**config.mk**
```make
export PLATFORM = sky130hd
export DESIGN_NAME = id_ex_stage
export DESIGN_NICKNAME = d
export VERILOG_FILES = /design/src/rtl/id_ex_stage.sv
export SDC_FILE = /design/constraint.sdc
export NUM_CORES = 1
export LEC_CHECK = 0
export ABC_CLOCK_PERIOD_IN_PS = 3050
export CORE_MARGIN = 3
export CORE_UTILIZATION = 46
export CTS_CLUSTER_DIAMETER = 60
export CTS_CLUSTER_SIZE = 30
export DETAILED_ROUTE_END_ITERATION = 6
export GPL_TIMING_DRIVEN = 0
export PLACE_DENSITY_LB_ADDON = 0.05
export SYNTH_ARGS = -nofsm -noshare
export SYNTH_HDL_FRONTEND = slang
export SYNTH_SLANG_ARGS = --single-unit
export TNS_END_PERCENT = 5
```
**constraint.sdc**
```tcl
create_clock -name clk -period 3.05 [get_ports clk]
set_clock_uncertainty 0.05 [all_clocks]
set_input_delay 0.61 -clock clk [delete_from_list [all_inputs] [get_ports clk]]
set_output_delay 0.61 -clock clk [all_outputs]
set_load 0.01 [all_outputs]
```
**src/rtl/id_ex_stage.sv**
```systemverilog
`default_nettype none
// +----------------------------------------------------------------------------+
// | id_ex_stage: ID/EX pipeline register with load-use detection and EX       |
// | forward-select generation. Optional macro PERF_CNT_EN adds counters.      |
// | Revision: 1.0                                                              |
// +----------------------------------------------------------------------------+
module id_ex_stage #(
  parameter int DATA_WIDTH        = 32,
  parameter int OP_WIDTH          = 5,
  parameter int FORWARD_SEL_WIDTH = 2,
  parameter int ALU_CTRL_WIDTH    = 3
) (
  input  logic                         clk,
  input  logic                         rst_n,
  input  logic [DATA_WIDTH-1:0]        rd1_d,
  input  logic [DATA_WIDTH-1:0]        rd2_d,
  input  logic [OP_WIDTH-1:0]          rs_d,
  input  logic [OP_WIDTH-1:0]          rt_d,
  input  logic [OP_WIDTH-1:0]          rd_d,
  input  logic [DATA_WIDTH-1:0]        sign_extend_d,
  input  logic                         regwrite_d,
  input  logic                         memtoreg_d,
  input  logic                         memwrite_d,
  input  logic                         alu_src_d,
  input  logic                         regdst_d,
  input  logic [ALU_CTRL_WIDTH-1:0]    alu_ctrl_d,
  input  logic                         flush_e,
  input  logic                         hold_e,
  input  logic [OP_WIDTH-1:0]          write_reg_m,
  input  logic                         regwrite_m,
  input  logic [OP_WIDTH-1:0]          write_reg_w,
  input  logic                         regwrite_w,
  output logic [DATA_WIDTH-1:0]        rd1_e,
  output logic [DATA_WIDTH-1:0]        rd2_e,
  output logic [DATA_WIDTH-1:0]        sign_extend_e,
  output logic [OP_WIDTH-1:0]          rs_e,
  output logic [OP_WIDTH-1:0]          rt_e,
  output logic [OP_WIDTH-1:0]          rd_e,
  output logic                         regwrite_e,
  output logic                         memtoreg_e,
  output logic                         memwrite_e,
  output logic                         alu_src_e,
  output logic                         regdst_e,
  output logic [ALU_CTRL_WIDTH-1:0]    alu_ctrl_e,
  output logic                         valid_e,
  output logic [FORWARD_SEL_WIDTH-1:0] forward_ae,
  output logic [FORWARD_SEL_WIDTH-1:0] forward_be,
`ifdef PERF_CNT_EN
  output logic [31:0]                  bubble_cnt,
  output logic [31:0]                  stall_cnt,
`endif
  output logic                         stall_f,
  output logic                         stall_d
);

  localparam logic [FORWARD_SEL_WIDTH-1:0] c_fwd_reg = FORWARD_SEL_WIDTH'(0);
  localparam logic [FORWARD_SEL_WIDTH-1:0] c_fwd_wb  = FORWARD_SEL_WIDTH'(1);
  localparam logic [FORWARD_SEL_WIDTH-1:0] c_fwd_mem = FORWARD_SEL_WIDTH'(2);

  logic [DATA_WIDTH-1:0]     r_rd1, r_rd2, r_sext;
  logic [OP_WIDTH-1:0]       r_rs, r_rt, r_rd;
  logic                      r_regwrite, r_memtoreg, r_memwrite, r_alu_src, r_regdst, r_valid;
  logic [ALU_CTRL_WIDTH-1:0] r_alu_ctrl;
  logic                      w_load_use, w_stall, w_bubble;

  // Index 0 is hard-wired zero, so a load targeting it can never create a hazard.
  assign w_load_use = r_memtoreg & r_valid & (r_rt != '0) & ((r_rt == rs_d) | (r_rt == rt_d));
  assign w_stall    = w_load_use | hold_e;
  assign w_bubble   = ~hold_e & (flush_e | w_load_use);
  assign stall_f    = w_stall;
  assign stall_d    = w_stall;

  always_ff @(posedge clk or negedge rst_n) begin
    if (!rst_n) begin
      r_rd1 <= '0; r_rd2 <= '0; r_sext <= '0;
      r_rs <= '0; r_rt <= '0; r_rd <= '0;
      r_regwrite <= 1'b0; r_memtoreg <= 1'b0; r_memwrite <= 1'b0;
      r_alu_src <= 1'b0; r_regdst <= 1'b0; r_alu_ctrl <= '0; r_valid <= 1'b0;
    end else if (!hold_e) begin
      if (w_bubble) begin
        r_rd1 <= '0; r_rd2 <= '0; r_sext <= '0;
        r_rs <= '0; r_rt <= '0; r_rd <= '0;
        r_regwrite <= 1'b0; r_memtoreg <= 1'b0; r_memwrite <= 1'b0;
        r_alu_src <= 1'b0; r_regdst <= 1'b0; r_alu_ctrl <= '0; r_valid <= 1'b0;
      end else begin
        r_rd1 <= rd1_d; r_rd2 <= rd2_d; r_sext <= sign_extend_d;
        r_rs <= rs_d; r_rt <= rt_d; r_rd <= rd_d;
        r_regwrite <= regwrite_d; r_memtoreg <= memtoreg_d; r_memwrite <= memwrite_d;
        r_alu_src <= alu_src_d; r_regdst <= regdst_d; r_alu_ctrl <= alu_ctrl_d; r_valid <= 1'b1;
      end
    end
  end

  assign rd1_e = r_rd1;   assign rd2_e = r_rd2;   assign sign_extend_e = r_sext;
  assign rs_e = r_rs;     assign rt_e = r_rt;     assign rd_e = r_rd;
  assign regwrite_e = r_regwrite; assign memtoreg_e = r_memtoreg; assign memwrite_e = r_memwrite;
  assign alu_src_e = r_alu_src;   assign regdst_e = r_regdst;     assign alu_ctrl_e = r_alu_ctrl;
  assign valid_e = r_valid;

  // MEM result is younger than WB result, so it wins when both match.
  always_comb begin
    forward_ae = c_fwd_reg;
    if (r_rs != '0 && regwrite_m && r_rs == write_reg_m)      forward_ae = c_fwd_mem;
    else if (r_rs != '0 && regwrite_w && r_rs == write_reg_w) forward_ae = c_fwd_wb;
  end

  always_comb begin
    forward_be = c_fwd_reg;
    if (r_rt != '0 && regwrite_m && r_rt == write_reg_m)      forward_be = c_fwd_mem;
    else if (r_rt != '0 && regwrite_w && r_rt == write_reg_w) forward_be = c_fwd_wb;
  end

`ifdef PERF_CNT_EN
  logic [31:0] r_bubble_cnt, r_stall_cnt;

  always_ff @(posedge clk or negedge rst_n) begin
    if (!rst_n) begin
      r_bubble_cnt <= '0;
      r_stall_cnt  <= '0;
    end else begin
      if (w_bubble && r_bubble_cnt != '1) r_bubble_cnt <= r_bubble_cnt + 32'd1;
      if (w_stall && r_stall_cnt != '1)   r_stall_cnt  <= r_stall_cnt + 32'd1;
    end
  end

  assign bubble_cnt = r_bubble_cnt;
  assign stall_cnt  = r_stall_cnt;
`endif

endmodule
`default_nettype wire

```
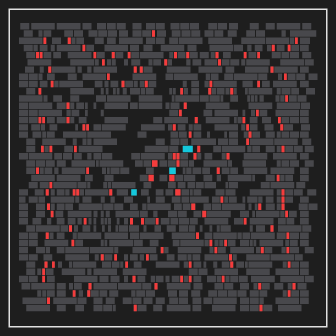
Fig. 1. Gate families picked out.
| colour | family | cells |
|---|---|---|
| red | NAND gates | 130 |
| cyan | AND and OR gates | 3 |
logic gate fraction of the total cell area: 0.274
most common cell after layout, fill and taps aside: sky130_fd_sc_hd__clkdlybuf4s50_1

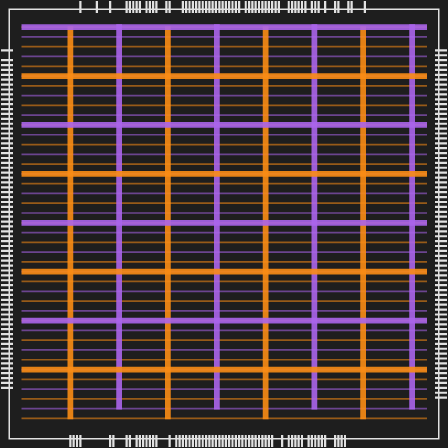
Fig. 2. Floorplan with the power grid.
Pins as bars on the die edge.
| colour | net |
|---|---|
| purple | VDD |
| orange | VSS |
met5 straps: 8
met1 rails: 41
rows: 40
met4 straps: 8
signal pins: 261
Die Y: 119 um
Worst VDD drop: 0.293 mV

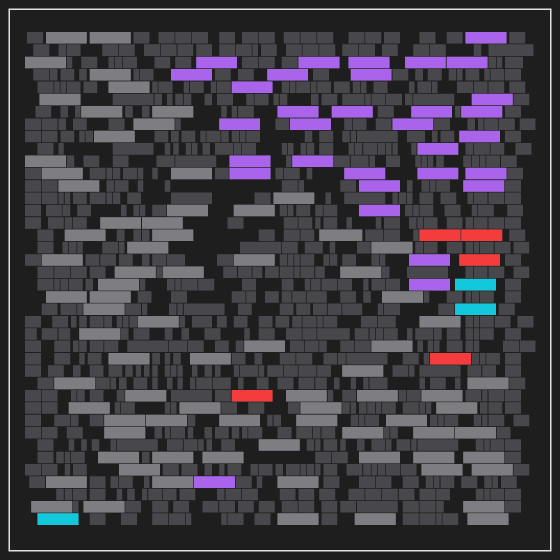
Fig. 3. Sequential cells grouped by signal name.
Other sequential cells in the stronger grey, the rest of the logic in the fainter grey.
| colour | signal | placed flops |
|---|---|---|
| purple | sign_extend_e | 32 |
| cyan | alu_ctrl_e | 3 |
| red | rd_e | 5 |

==> state kept, by name, indices dropped and copies added (netlist names) <==
| name | count |
|---|---|
| alu_ctrl_e | 3 |
| rd1_e | 32 |
| valid_e | 1 |
| memtoreg_e | 1 |
| alu_src_e | 1 |
| rt_e | 5 |
| regdst_e | 1 |
| regwrite_e | 1 |
| rs_e | 5 |
| sign_extend_e | 32 |
| rd_e | 5 |
| rd2_e | 32 |
| memwrite_e | 1 |
==> per-stage QoR <==
stage / setup slack (ns) / hold slack, ns / utilization / setup TNS, ns
after floorplan: 0.587 / 0.264 / - / 0
after global placement: -3.23 / 0.421 / 0.708 / -387.42
after detailed placement: -0.626 / 0.429 / 0.710 / -1.17
after CTS: -0.0922 / 0.00595 / 0.751 / -0.0922
after global routing: -0.0552 / 0.00998 / 0.753 / -0.0552
final: 0.0472 / 0.0130 / 0.753 / 0
==> cell usage after synthesis (2+ instances only) <==
master / count
sky130_fd_sc_hd__nand2_1: 124
sky130_fd_sc_hd__dfrtp_1: 120
sky130_fd_sc_hd__a32oi_1: 119
sky130_fd_sc_hd__o21ai_0: 111
sky130_fd_sc_hd__clkbuf_1: 54
sky130_fd_sc_hd__xnor2_1: 26
sky130_fd_sc_hd__buf_6: 11
sky130_fd_sc_hd__o21ai_1: 9
sky130_fd_sc_hd__buf_2: 5
sky130_fd_sc_hd__nand4_1: 4
sky130_fd_sc_hd__nor2_1: 4
sky130_fd_sc_hd__nor4_1: 4
sky130_fd_sc_hd__xor2_1: 4
sky130_fd_sc_hd__nand3_1: 2
==> how the worst max path moves through the flow <==
stage,to,slack [ns],depth (start not counted)
detailed placement,stall_f,-0.63,8
CTS,stall_f,-0.09,6
floorplan,stall_f,0.59,5
global route,forward_be[1],-0.06,5
global placement,rd1_e[4]$_DFFE_PN0N_,-3.23,1
finish,forward_be[1],0.05,5
==> metal layers <==
metal | vias up | wire [um] | track usage
li1 | 2848 | - | -
met1 | 3012 | 8220 | 0.377
met2 | 332 | 10300 | 0.472
met3 | 41 | 1960 | 0.0878
met4 | 0 | 525 | 0.107
met5 | - | 0 | 0
==> what timing repair did <==
action	CTS	global route
gates cloned	0	0
hold endpoints to repair	0	0
setup buffers	1	2
pin swaps	1	3
gates resized	9	12
endpoints found under the setup margin	5	4
hold buffers	0	0
==> critical path, stage by stage, from the launching register on <==
cell	delay, ns
sky130_fd_sc_hd__dfrtp_1	0.39
sky130_fd_sc_hd__buf_6	0.13
sky130_fd_sc_hd__or4_4	0.56
sky130_fd_sc_hd__nor2_1	0.22
sky130_fd_sc_hd__nor4_2	0.10
sky130_fd_sc_hd__clkdlybuf4s50_1	0.53
==> area by class of cell <==
type / count / area [um^2] / share of cell area
buffer: 68 / 360 / 0.0390
inverter: 1 / 3.75 / 0.000407
multi-input combinational: 414 / 2530 / 0.274
clock buffer: 22 / 454 / 0.0492
timing repair buffer: 263 / 2640 / 0.286
clock inverter: 6 / 30.0 / 0.00325
sequential: 120 / 3000 / 0.326
tap: 168 / 210 / 0.0228
==> run notes <==
Notes on the physical implementation.

- The share of total power dissipated in the clock network is 0.328.
- In the finished design, the share of the clock period the worst path needs comes to 0.985.
- The worst register-to-register path has a setup slack of 0.80 ns.
- The flow reports power dissipated in the clock network as between 1500 and 2000 uW.
- In this run, distinct cell masters in the synthesized netlist total 24.
- The first detailed-routing pass took 5 iterations.
- The prevailing post-synth register cell is sky130_fd_sc_hd__dfrtp_1, for reference.
- Across the run, the number of max-cap violations was 0.
- The register area share after synthesis is 0.511, for reference.
- The synthesized design contains 0 enable-type register cells.
- The floorplan core area is between 10000 and 15000 um^2, for reference.
- The run finished with clean final reports.
- Per the detail_route report, vias per standard cell equal 5.87.
- The final route contains approximately 6200 vias.
- TritonRoute reported its final design rule violation total as 0.
- The number of filler cells placed in the layout is between 900 and 1000, for reference.
- The initial antenna violation count is 0, for reference.
- The slew at the pin closest to its max-slew limit is between 0.6 and 0.7 ns, for reference.
- The wire-length estimate of the detail-placed layout is around 15 mm.
- The final instance area is approximately 9200 um^2, for reference.
- The final cell count without fillers is around 1100, for reference.
- TritonCTS built the clock tree.
- The count of warning messages emitted by the tools is 28, for reference.
- The number of nets in the synthesized netlist is roughly 740, for reference.
- Grouping non-sequential cells by family puts the most area in AND-OR/OR-AND gates.
- Per report_power, the top consumer among the power groups is sequential cells.
- Setup repair after global routing could not meet its margin everywhere.
- The floorplan report gives the top-level pin count as 261.
- The synthesis stat section lists a flop and latch total of roughly 120.
- According to the CTS report, the clock sink count is 120.
- Per the synth stats, the proportion of register bits with asynchronous set or reset is 1.00.
- The final hold violation count is 0, for reference.
- The headroom to the max-slew limit is 0.539, for reference.
- The clock buffer count from CTS is 17, for reference.
- The total wire length is between 20 and 25 mm, for reference.
- Per the Yosys statistics, synthesis produced approximately 610 cells.
- The clock passes through at most 2 buffers.
- TritonRoute output was used to compute an average wire per cell of between 15 and 20 um.
- The global routing report lists combined usage of all routing layers as 0.294.
- The fraction of power consumed by combinational cells is 0.286, for reference.
- The sum of overflow across all layers after global routing is 0, for reference.
Power and IR drop assume default switching activity.
